==> src/rtl/mac_vector_loader.sv <==
// Serial element loader and result register for the combinational vector MAC.
// Packs DATA_LENGTH (a, b) pairs into two operand vectors and registers the MAC result.
module mac_vector_loader #(
  parameter int INPUT_DATA_WIDTH  = 16,
  parameter int OUTPUT_DATA_WIDTH = 16,
  parameter int DATA_LENGTH       = 4
) (
  input  logic                                     clk,
  input  logic                                     rst_n,
  input  logic                                     in_valid,
  output logic                                     in_ready,
  input  logic [INPUT_DATA_WIDTH-1:0]              in_a,
  input  logic [INPUT_DATA_WIDTH-1:0]              in_b,
  output logic [INPUT_DATA_WIDTH*DATA_LENGTH-1:0]  mac_in_1,
  output logic [INPUT_DATA_WIDTH*DATA_LENGTH-1:0]  mac_in_2,
  input  logic [OUTPUT_DATA_WIDTH-1:0]             mac_out,
  output logic                                     out_valid,
  input  logic                                     out_ready,
  output logic [OUTPUT_DATA_WIDTH-1:0]             out_data
);

  localparam int CNT_W = $clog2(DATA_LENGTH);
  localparam logic [CNT_W-1:0] LAST = CNT_W'(DATA_LENGTH - 1);

  typedef enum logic {FILL, CAPTURE} state_t;

  state_t                       state, state_next;
  logic [CNT_W-1:0]             cnt, cnt_next;
  logic                         accept;
  logic                         capture;
  logic [INPUT_DATA_WIDTH-1:0]  bank_1 [DATA_LENGTH];
  logic [INPUT_DATA_WIDTH-1:0]  bank_2 [DATA_LENGTH];

  // NOTE: sequential state uses non-blocking (<=) so every register samples pre-edge values.
  always_ff @(posedge clk) begin
    if (!rst_n) begin
      state <= FILL;
      cnt   <= '0;
    end else begin
      state <= state_next;
      cnt   <= cnt_next;
    end
  end

  // NOTE: every output of this block gets a default first, so no latch can be inferred.
  always_comb begin
    state_next = state;
    cnt_next   = cnt;
    in_ready   = 1'b0;
    accept     = 1'b0;
    capture    = 1'b0;
    case (state)
      FILL: begin
        in_ready = 1'b1;
        if (in_valid) begin
          accept = 1'b1;
          if (cnt == LAST) begin
            cnt_next   = '0;
            state_next = CAPTURE;
          end else begin
            cnt_next = cnt + 1'b1;
          end
        end
      end
      CAPTURE: begin
        // Buffer is frozen here, so mac_out has settled on the full vector.
        if (!out_valid || out_ready) begin
          capture    = 1'b1;
          state_next = FILL;
        end
      end
      default: state_next = FILL;
    endcase
  end

  // NOTE: the banks are reset because they drive mac_in_* directly and must read zero after reset.
  always_ff @(posedge clk) begin
    if (!rst_n) begin
      for (int k = 0; k < DATA_LENGTH; k++) begin
        bank_1[k] <= '0;
        bank_2[k] <= '0;
      end
    end else if (accept) begin
      bank_1[cnt] <= in_a;
      bank_2[cnt] <= in_b;
    end
  end

  for (genvar k = 0; k < DATA_LENGTH; k++) begin : g_pack
    assign mac_in_1[k*INPUT_DATA_WIDTH +: INPUT_DATA_WIDTH] = bank_1[k];
    assign mac_in_2[k*INPUT_DATA_WIDTH +: INPUT_DATA_WIDTH] = bank_2[k];
  end

  // A capture in the same cycle as a consume keeps out_valid high with the new result.
  always_ff @(posedge clk) begin
    if (!rst_n) begin
      out_valid <= 1'b0;
      out_data  <= '0;
    end else if (capture) begin
      out_valid <= 1'b1;
      out_data  <= mac_out;
    end else if (out_ready) begin
      out_valid <= 1'b0;
    end
  end

endmodule

==> config.mk <==
export PLATFORM = sky130hd
export DESIGN_NAME = mac_vector_loader
export DESIGN_NICKNAME = d
export VERILOG_FILES = /design/src/rtl/mac_vector_loader.sv
export SDC_FILE = /design/constraint.sdc
export NUM_CORES = 1
export LEC_CHECK = 0
export CORE_MARGIN = 4
export CORE_UTILIZATION = 48
export CTS_BUF_LIST = sky130_fd_sc_hd__clkbuf_4 sky130_fd_sc_hd__clkbuf_8
export CTS_CLUSTER_DIAMETER = 150
export DETAILED_ROUTE_END_ITERATION = 7
export DONT_BUFFER_PORTS = 1
export PLACE_DENSITY = 0.6
export SLEW_MARGIN = 10
export SYNTH_ARGS = -nofsm -noshare
export SYNTH_HDL_FRONTEND = slang
export SYNTH_SLANG_ARGS = --single-unit
==> constraint.sdc <==
create_clock -name clk -period 10.1 [get_ports clk]
set_clock_uncertainty 0.1 [all_clocks]
set_input_delay 2.525 -clock clk [delete_from_list [all_inputs] [get_ports clk]]
set_output_delay 2.525 -clock clk [all_outputs]
set_load 0.005 [all_outputs]
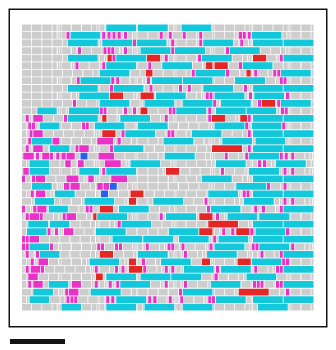
Fig. 1. Placed cells, one color a class (run 1).
Scale bar: 20 um. Fill, decap, tap and diode cells in gray.
clock drivers and dummy loads: marked red, cells 32. other buffers and delay cells: marked blue, cells 3. combinational and other logic: marked magenta, cells 231. flops: marked cyan, cells 148.

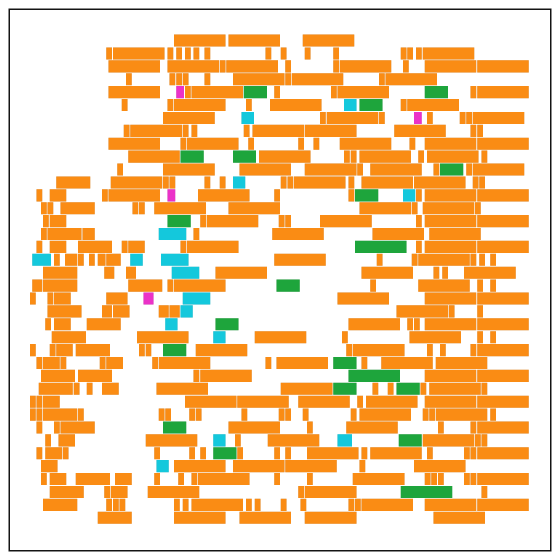
Fig. 2. Cells by drive strength (run 1).
_3 and _4 cells: marked cyan, cells 16, share 3.9%, most used clkinvlp_4. _6 and larger: marked green, cells 20, share 4.8%, most used clkbuf_8. _0 and _1 cells: marked orange, cells 374, share 90%, most used edfxtp_1. _2 cells: marked magenta, cells 4, share 0.97%, most used clkinv_2.

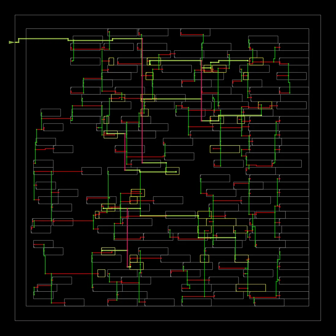
Fig. 3. Clock routing (run 1).
TritonCTS Sinks: 148
CLK BUF: 18

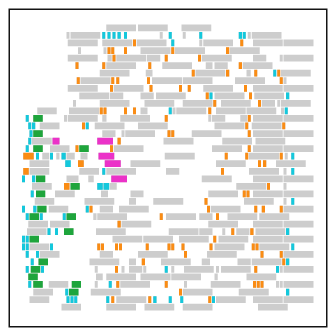
Fig. 4. Gate families picked out (run 1).
NOR gates: marked orange, cells 101, most used nor2_1. inverting AOI/OAI gates: marked magenta, cells 5, most used o21ai_4. multiplexers: marked green, cells 18, most used mux2i_1. NAND gates: marked cyan, cells 70, most used nand2_1, where all over the die.

==> results.yml, run 1 <==
# implementation run metrics
status:
  status: "finished clean"
setup_path:
  crit_slowest_cell: "o21ai_4"
  reg2reg_from: "cnt[1]"
  cp.buffers_inverters: 0
  cp-start-kind: "input pin"
  critPathMaxFanout: 32
  arrival_ns: 3.82
sta:
  fin_ws_ns: 6.22
  fin_hold_ws_ns: 0.383
  relSlewSlack: 0.247
  tns_ns: 0
  tightest_slew_ns: 1.12
  fin_crit_sh: 0.384
  finalHoldViolCount: 0
pwr:
  p_leak_nw: 2.31
  p_int_mw: 0.961
  p_seq_frac: 0.586
  pwr-share-comb: 0.044
  power_mw: 1.25
  powerSeq_mw: 0.730
  peakVddDrop_mv: 0.0926
  clkPwrFrac: 0.370
  power_switching_mw: 0.286
yosys:
  ys_sh_simple: 0.126
  yosys_warnings: 0
  ys_seq_share: 0.789
  syn-num-nets: 453
  synth_cells: 400
  muxShareOfSynthArea: 0.0335
  compound_area_frac: 0.00651
  yosys_area_mm2: 0.00538
  top_cells_by_area: "edfxtp_1, dfxtp_1, nor2_1, nand2_1, mux2i_1"
  synth_flops: 148
  synthArstFlopShare: 0
  ys_types: 20
clock_network:
  clkTransAtPathRegs_ns: 0.08
  h-tree-depth: 4
  postCtsSetupBuffers: 0
  holdBufCountCts: 0
  clock_latency_ns: 0.43
  cts_max_path_buffers: 2
min_path:
  worstHoldPathCells: 2
  hold_class: "reg -> reg"
final_layout:
  area_dominant_class: "sequential cells"
  final_nets: 454
  fillers: 890
  stdcell_count: 554
  comb_share: 0.161
  clk_share: 0.0682
  fin_util: 0.544
  drive_above_1_share: 0.0966
  flops: 148
global_routing:
  grt_max_degree: 42
  grt_util_met2: 0.303
  first_global_vias: 2829
  antenna_found_initial: 0
placed_design:
  place.port_buffers: 0
  placed_cell_area_mm2: 0.00552
  dp.cells: 522
  dpl_worst_slack_ns: 5.72
routing:
  drt-met1-wl_mm: 4.27
  drt_first_pass_iters: 4
  wl_met2_mm: 5.98
  first_iter_violations: 164
  met3_length_mm: 1.23
floorplan:
  top_level_ports: 198
  die_width_um: 114
  fp_util: 0.494
run:
  maxCapViolCount: 0
==> run 1 -> run 2 <==
--- a/config.mk
+++ b/config.mk
@@ -11,7 +11,7 @@
 export CTS_CLUSTER_DIAMETER = 150
 export DETAILED_ROUTE_END_ITERATION = 7
 export DONT_BUFFER_PORTS = 1
-export PLACE_DENSITY = 0.6
+export PLACE_DENSITY = 0.62
 export SLEW_MARGIN = 10
 export SYNTH_ARGS = -nofsm -noshare
 export SYNTH_HDL_FRONTEND = slang
==> constraint.sdc (replaced) <==
create_clock -name clk -period 3.38 [get_ports clk]
set_clock_uncertainty 0.1 [all_clocks]
set_input_delay 0.845 -clock clk [delete_from_list [all_inputs] [get_ports clk]]
set_output_delay 0.845 -clock clk [all_outputs]
set_load 0.005 [all_outputs]
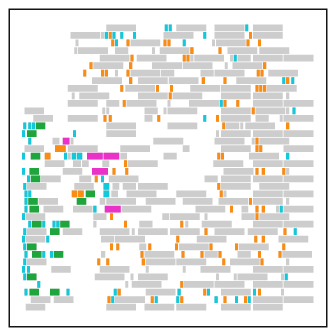
Fig. 5. Gate families picked out (run 2).
NAND gates: marked cyan, cells 70, most used nand2_1, where all over the die. multiplexers: marked green, cells 18, most used mux2i_1. inverting AOI/OAI gates: marked magenta, cells 5, most used o21ai_4. NOR gates: marked orange, cells 101, most used nor2_1.

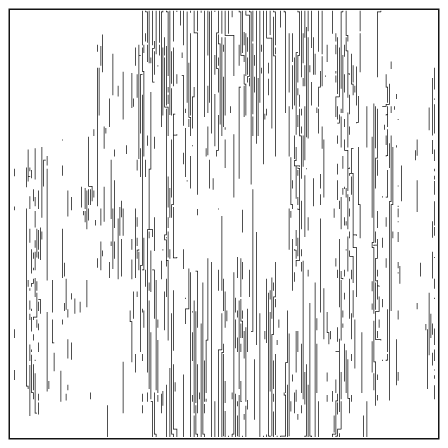
Fig. 6. Signal wires on met2 (run 2).
The longest straight run is 52.9 um. The wires run mostly vertical. 405 nets have wire on it. The layer carries 5860 um of wire. The layer holds 50% of the routed length.

==> run 2 against run 1 <==
- worst hold slack got worse by 0.0014 ns
- utilization increased by 0.29 points
- critical path depth increased by 1
- largest power group unchanged
- wire length increased by 0.47%
- synthesized area unchanged
- critical path type is now reg -> reg
==> results.yml, run 2 <==
# implementation run metrics
status:
  status: "finished clean"
yosys:
  top_logic_kind: "simple AND/OR/NAND/NOR gates"
  adder_share: 0.00233
  ys_cells: 400
  ys_sh_simple: 0.126
  synth_cells: 400
  yosys_warnings: 0
  ff_type: "edfxtp_1"
  top_cells_by_area: "edfxtp_1, dfxtp_1, nor2_1, nand2_1, mux2i_1"
  ys_seq_share: 0.789
  compound_area_frac: 0.00651
  top_cell_area_share: 0.714
  synthArstFlopShare: 0
  yosys_area_mm2: 0.00538
  syn-num-nets: 453
  top_cells_by_count: "edfxtp_1, nor2_1, nand2_1"
  muxShareOfSynthArea: 0.0335
  ys_types: 20
  synth_flops: 148
setup_path:
  r2r_slack_ns: 1.30
  critPathMaxFanout: 20
  critical_path_cell_count: 3
  crit_chain: "nand2b_1 > o21ai_4 > buf_4"
  reg2reg_from: "state"
  crit_slowest_cell: "o21ai_4"
  arrival_ns: 2.09
  cp.buffers_inverters: 1
  rr_worst_depth: 3
  crit_type: "reg -> reg"
  cp-start-kind: "register"
pwr:
  pwr-share-comb: 0.045
  power_switching_mw: 0.818
  switching_share: 0.218
  p_comb_mw: 0.169
  p_seq_frac: 0.581
  p_int_mw: 2.94
  p_leak_nw: 2.34
  power_mw: 3.76
  peakVddDrop_mv: 0.256
  maxPowerGroup: "registers"
  powerSeq_mw: 2.18
  clkPwrFrac: 0.374
routing:
  first_iter_violations: 188
  drt_first_pass_iters: 4
  met3_length_mm: 1.23
  wl_met2_mm: 5.86
  wl_per_cell_um: 20.9
  drt-met1-wl_mm: 4.31
placed_design:
  placed_cell_area_mm2: 0.00555
  dpl_worst_slack_ns: 0.864
  place.gp.congestion: 0.735
  dp.cells: 526
  place.port_buffers: 0
sta:
  finalHoldViolCount: 0
  slew_viol_final: 0
  tightest_slew_ns: 0.727
  relSlewSlack: 0.516
  post-route-min-period_ns: 2.08
  fin_hold_ws_ns: 0.381
  tns_ns: 0
  fin_crit_sh: 0.615
  fin_ws_ns: 1.30
  rsz0062_at_grt: "false"
min_path:
  worstHoldPathCells: 2
  hold_class: "reg -> reg"
  hp-start: "out_data[13]"
  min_to: "out_data[13]"
floorplan:
  die_area_mm2: 0.0130
  fp_util: 0.494
  top_level_ports: 198
  die_width_um: 114
global_routing:
  grt_pass1_wl_mm: 17.6
  antenna_found_initial: 0
  grt_overflow_total: 0
  grt_util_met2: 0.301
  first_global_vias: 2938
  grt_use_met3: 0.0796
  grt_max_degree: 42
clock_network:
  h-tree-depth: 4
  clock_latency_ns: 0.43
  clock-sinks: 148
  holdBufCountCts: 0
  postCtsSetupBuffers: 0
  clkTransAtPathRegs_ns: 0.08
  cts_max_path_buffers: 2
final_layout:
  lay_top_cells: "edfxtp_1, nor2_1, nand2_1"
  fillers: 893
  stdcell_count: 557
  num-clock-buffers: 18
  largestRegisters: "bank_1 (64), bank_2 (64), out_data (16)"
  fin_area_mm2: 0.00595
  flops: 148
  final_nets: 458
  seqAreaFraction: 0.713
  comb_share: 0.160
  layout_top_cell: "edfxtp_1"
  fin_util: 0.547
  clk_share: 0.0681
  area_dominant_class: "sequential cells"
  drive_above_1_share: 0.0911
run:
  maxCapViolCount: 0
==> run 2 -> run 3 <==
--- a/config.mk
+++ b/config.mk
@@ -11,7 +11,7 @@
 export CTS_CLUSTER_DIAMETER = 150
 export DETAILED_ROUTE_END_ITERATION = 7
 export DONT_BUFFER_PORTS = 1
-export PLACE_DENSITY = 0.62
+export PLACE_DENSITY = 0.6
 export SLEW_MARGIN = 10
 export SYNTH_ARGS = -nofsm -noshare
 export SYNTH_HDL_FRONTEND = slang
==> constraint.sdc (replaced) <==
create_clock -name clk -period 2.1 [get_ports clk]
set_clock_uncertainty 0.1 [all_clocks]
set_input_delay 0.525 -clock clk [delete_from_list [all_inputs] [get_ports clk]]
set_output_delay 0.525 -clock clk [all_outputs]
set_load 0.005 [all_outputs]
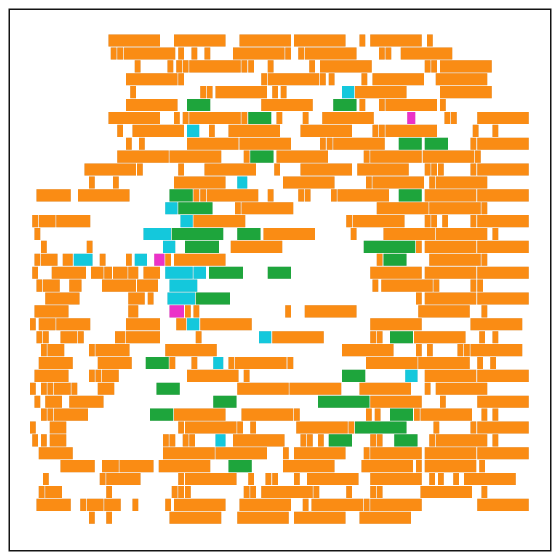
Fig. 7. Cells by drive strength (run 3).
_0 and _1 cells: marked orange, cells 372, share 88%, most used edfxtp_1. _2 cells: marked magenta, cells 3, share 0.71%. _6 and larger: marked green, cells 29, share 6.9%, most used clkbuf_8. _3 and _4 cells: marked cyan, cells 18, share 4.3%, most used buf_4.

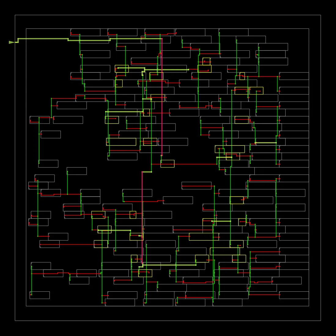
Fig. 8. Clock routing (run 3).
Flop Count: 148
CTS Buf Count: 17
Clock group: 2.46 mW
clk_lat worst skew: 0.42 ns

==> run 3 against run 2 <==
- synthesized cell count stayed put
- cell area is 2.2% higher
- final cell count is 0.90% higher
- maximum frequency is 22% higher
==> results.yml, run 3 <==
# implementation run metrics
status:
  status: "finished clean"
global_routing:
  grt_overflow_total: 0
  first_global_vias: 2934
  grt_use_met3: 0.0759
  antenna_found_initial: 0
  grt_pass1_wl_mm: 17.0
  grt_max_degree: 42
  grt_util_met2: 0.288
  gr-usage-all-layers: 0.178
yosys:
  top_cells_by_area: "edfxtp_1, dfxtp_1, nor2_1, nand2_1, mux2i_1"
  top_cells_by_count: "edfxtp_1, nor2_1, nand2_1"
  ys_types: 20
  ff_type: "edfxtp_1"
  top_cell_area_share: 0.714
  adder_share: 0.00233
  ys_sh_xor: 0
  synth_area_leader_cell: "edfxtp_1"
  synth_area_mm2: 0.00538
  synth_cells: 400
  synth-edff-count: 128
  syn-num-nets: 453
  top_logic_kind: "simple AND/OR/NAND/NOR gates"
  ys_sh_simple: 0.126
  compound_area_frac: 0.00651
  ys_cells: 400
  yosys_area_mm2: 0.00538
  synth_flops: 148
  synthArstFlopShare: 0
  ys_seq_share: 0.789
  muxShareOfSynthArea: 0.0335
  yosys_warnings: 0
final_layout:
  fillers: 887
  area_dominant_class: "sequential cells"
  syn2layout_area_growth_pct: 13.1
  num-clock-buffers: 24
  seqAreaFraction: 0.697
  stdcell_count: 562
  nonClkBufAreaFrac: 0.0218
  layout_top_cell: "edfxtp_1"
  lay_top_cells: "edfxtp_1, nor2_1, nand2_1"
  largestRegisters: "bank_1 (64), bank_2 (64), out_data (16)"
  clk_share: 0.0748
  fin_area_mm2: 0.00609
  logic_area_um2: 956
  fin_util: 0.559
  final_nets: 462
  drive_above_1_share: 0.118
  comb_share: 0.157
  diodes: 0
  nMultiInputCombCells: 198
setup_path:
  rr_worst_depth: 3
  cp-start-kind: "register"
  crit_chain: "nand2b_1 > o21ai_4 > buf_4"
  reg2reg_from: "state"
  reg2reg_to: "bank_2[3][10]"
  arrival_ns: 1.72
  critical_path_cell_count: 3
  path_delay_family: "simple AND/OR/NAND/NOR gates"
  slowest_delay_ns: 0.38
  r2r_slack_ns: 0.39
  cp.buffers_inverters: 1
  critPathMaxFanout: 16
  cp-end-kind: "register"
  cp.required_ns: 2.11
  crit_slowest_cell: "nand2b_1"
  crit_type: "reg -> reg"
  startpoint: "state"
pwr:
  switching_share: 0.212
  p_int_mw: 4.94
  maxPowerGroup: "registers"
  powerSeq_mw: 3.51
  clkPwrFrac: 0.393
  peakVddDrop_mv: 0.426
  p_per_area_mw_per_mm2: 1030
  p_leak_nw: 2.42
  power_switching_mw: 1.33
  power_mw: 6.27
  p_comb_mw: 0.302
  p_seq_frac: 0.559
  pwr-share-comb: 0.048
sta:
  rsz0062_at_grt: "false"
  post-route-min-period_ns: 1.71
  fin_ws_ns: 0.388
  finalHoldViolCount: 0
  fin_crit_sh: 0.815
  max_freq_mhz: 584
  setup_viol: 0
  tightest_slew_ns: 0.558
  tns_ns: 0
  slew_viol_final: 0
  relSlewSlack: 0.627
  fin_hold_ws_ns: 0.127
routing:
  wl_per_cell_um: 20.2
  drt_first_pass_iters: 4
  dr_total_vias: 2880
  wl_met2_mm: 5.73
  top_layer: "met4"
  met3_length_mm: 1.12
  drt-met1-wl_mm: 4.29
  routed_via_density: 5.12
  ant_nets: 0
  first_iter_violations: 315
  drc: 0
placed_design:
  dpl.hpwl_mm: 7.58
  dp.cells: 530
  place.gp.congestion: 0.733
  placed_cell_area_mm2: 0.00563
  place.port_buffers: 0
  dpl_worst_slack_ns: 0.301
floorplan:
  die_area_mm2: 0.0130
  core_mm2: 0.0109
  taps: 140
  fp_util: 0.494
  rows: 38
  top_level_ports: 198
  die-height_um: 114
  die_width_um: 114
clock_network:
  clk_root_buffer_cell: "clkbuf_8"
  h-tree-depth: 4
  cts_tree: "built"
  clock-sinks: 148
  holdBufCountCts: 0
  ctsResizeCount: 0
  postCtsSetupBuffers: 0
  clkTransAtPathRegs_ns: 0.08
  cts_max_path_buffers: 2
min_path:
  hold_class: "in -> reg"
  worstHoldPathCells: 1
  min_to: "out_valid"
  hp-start: "rst_n"
run:
  maxCapViolCount: 0
  warnings: 27
No activity file was given, so power comes from the tool's default toggle rates.
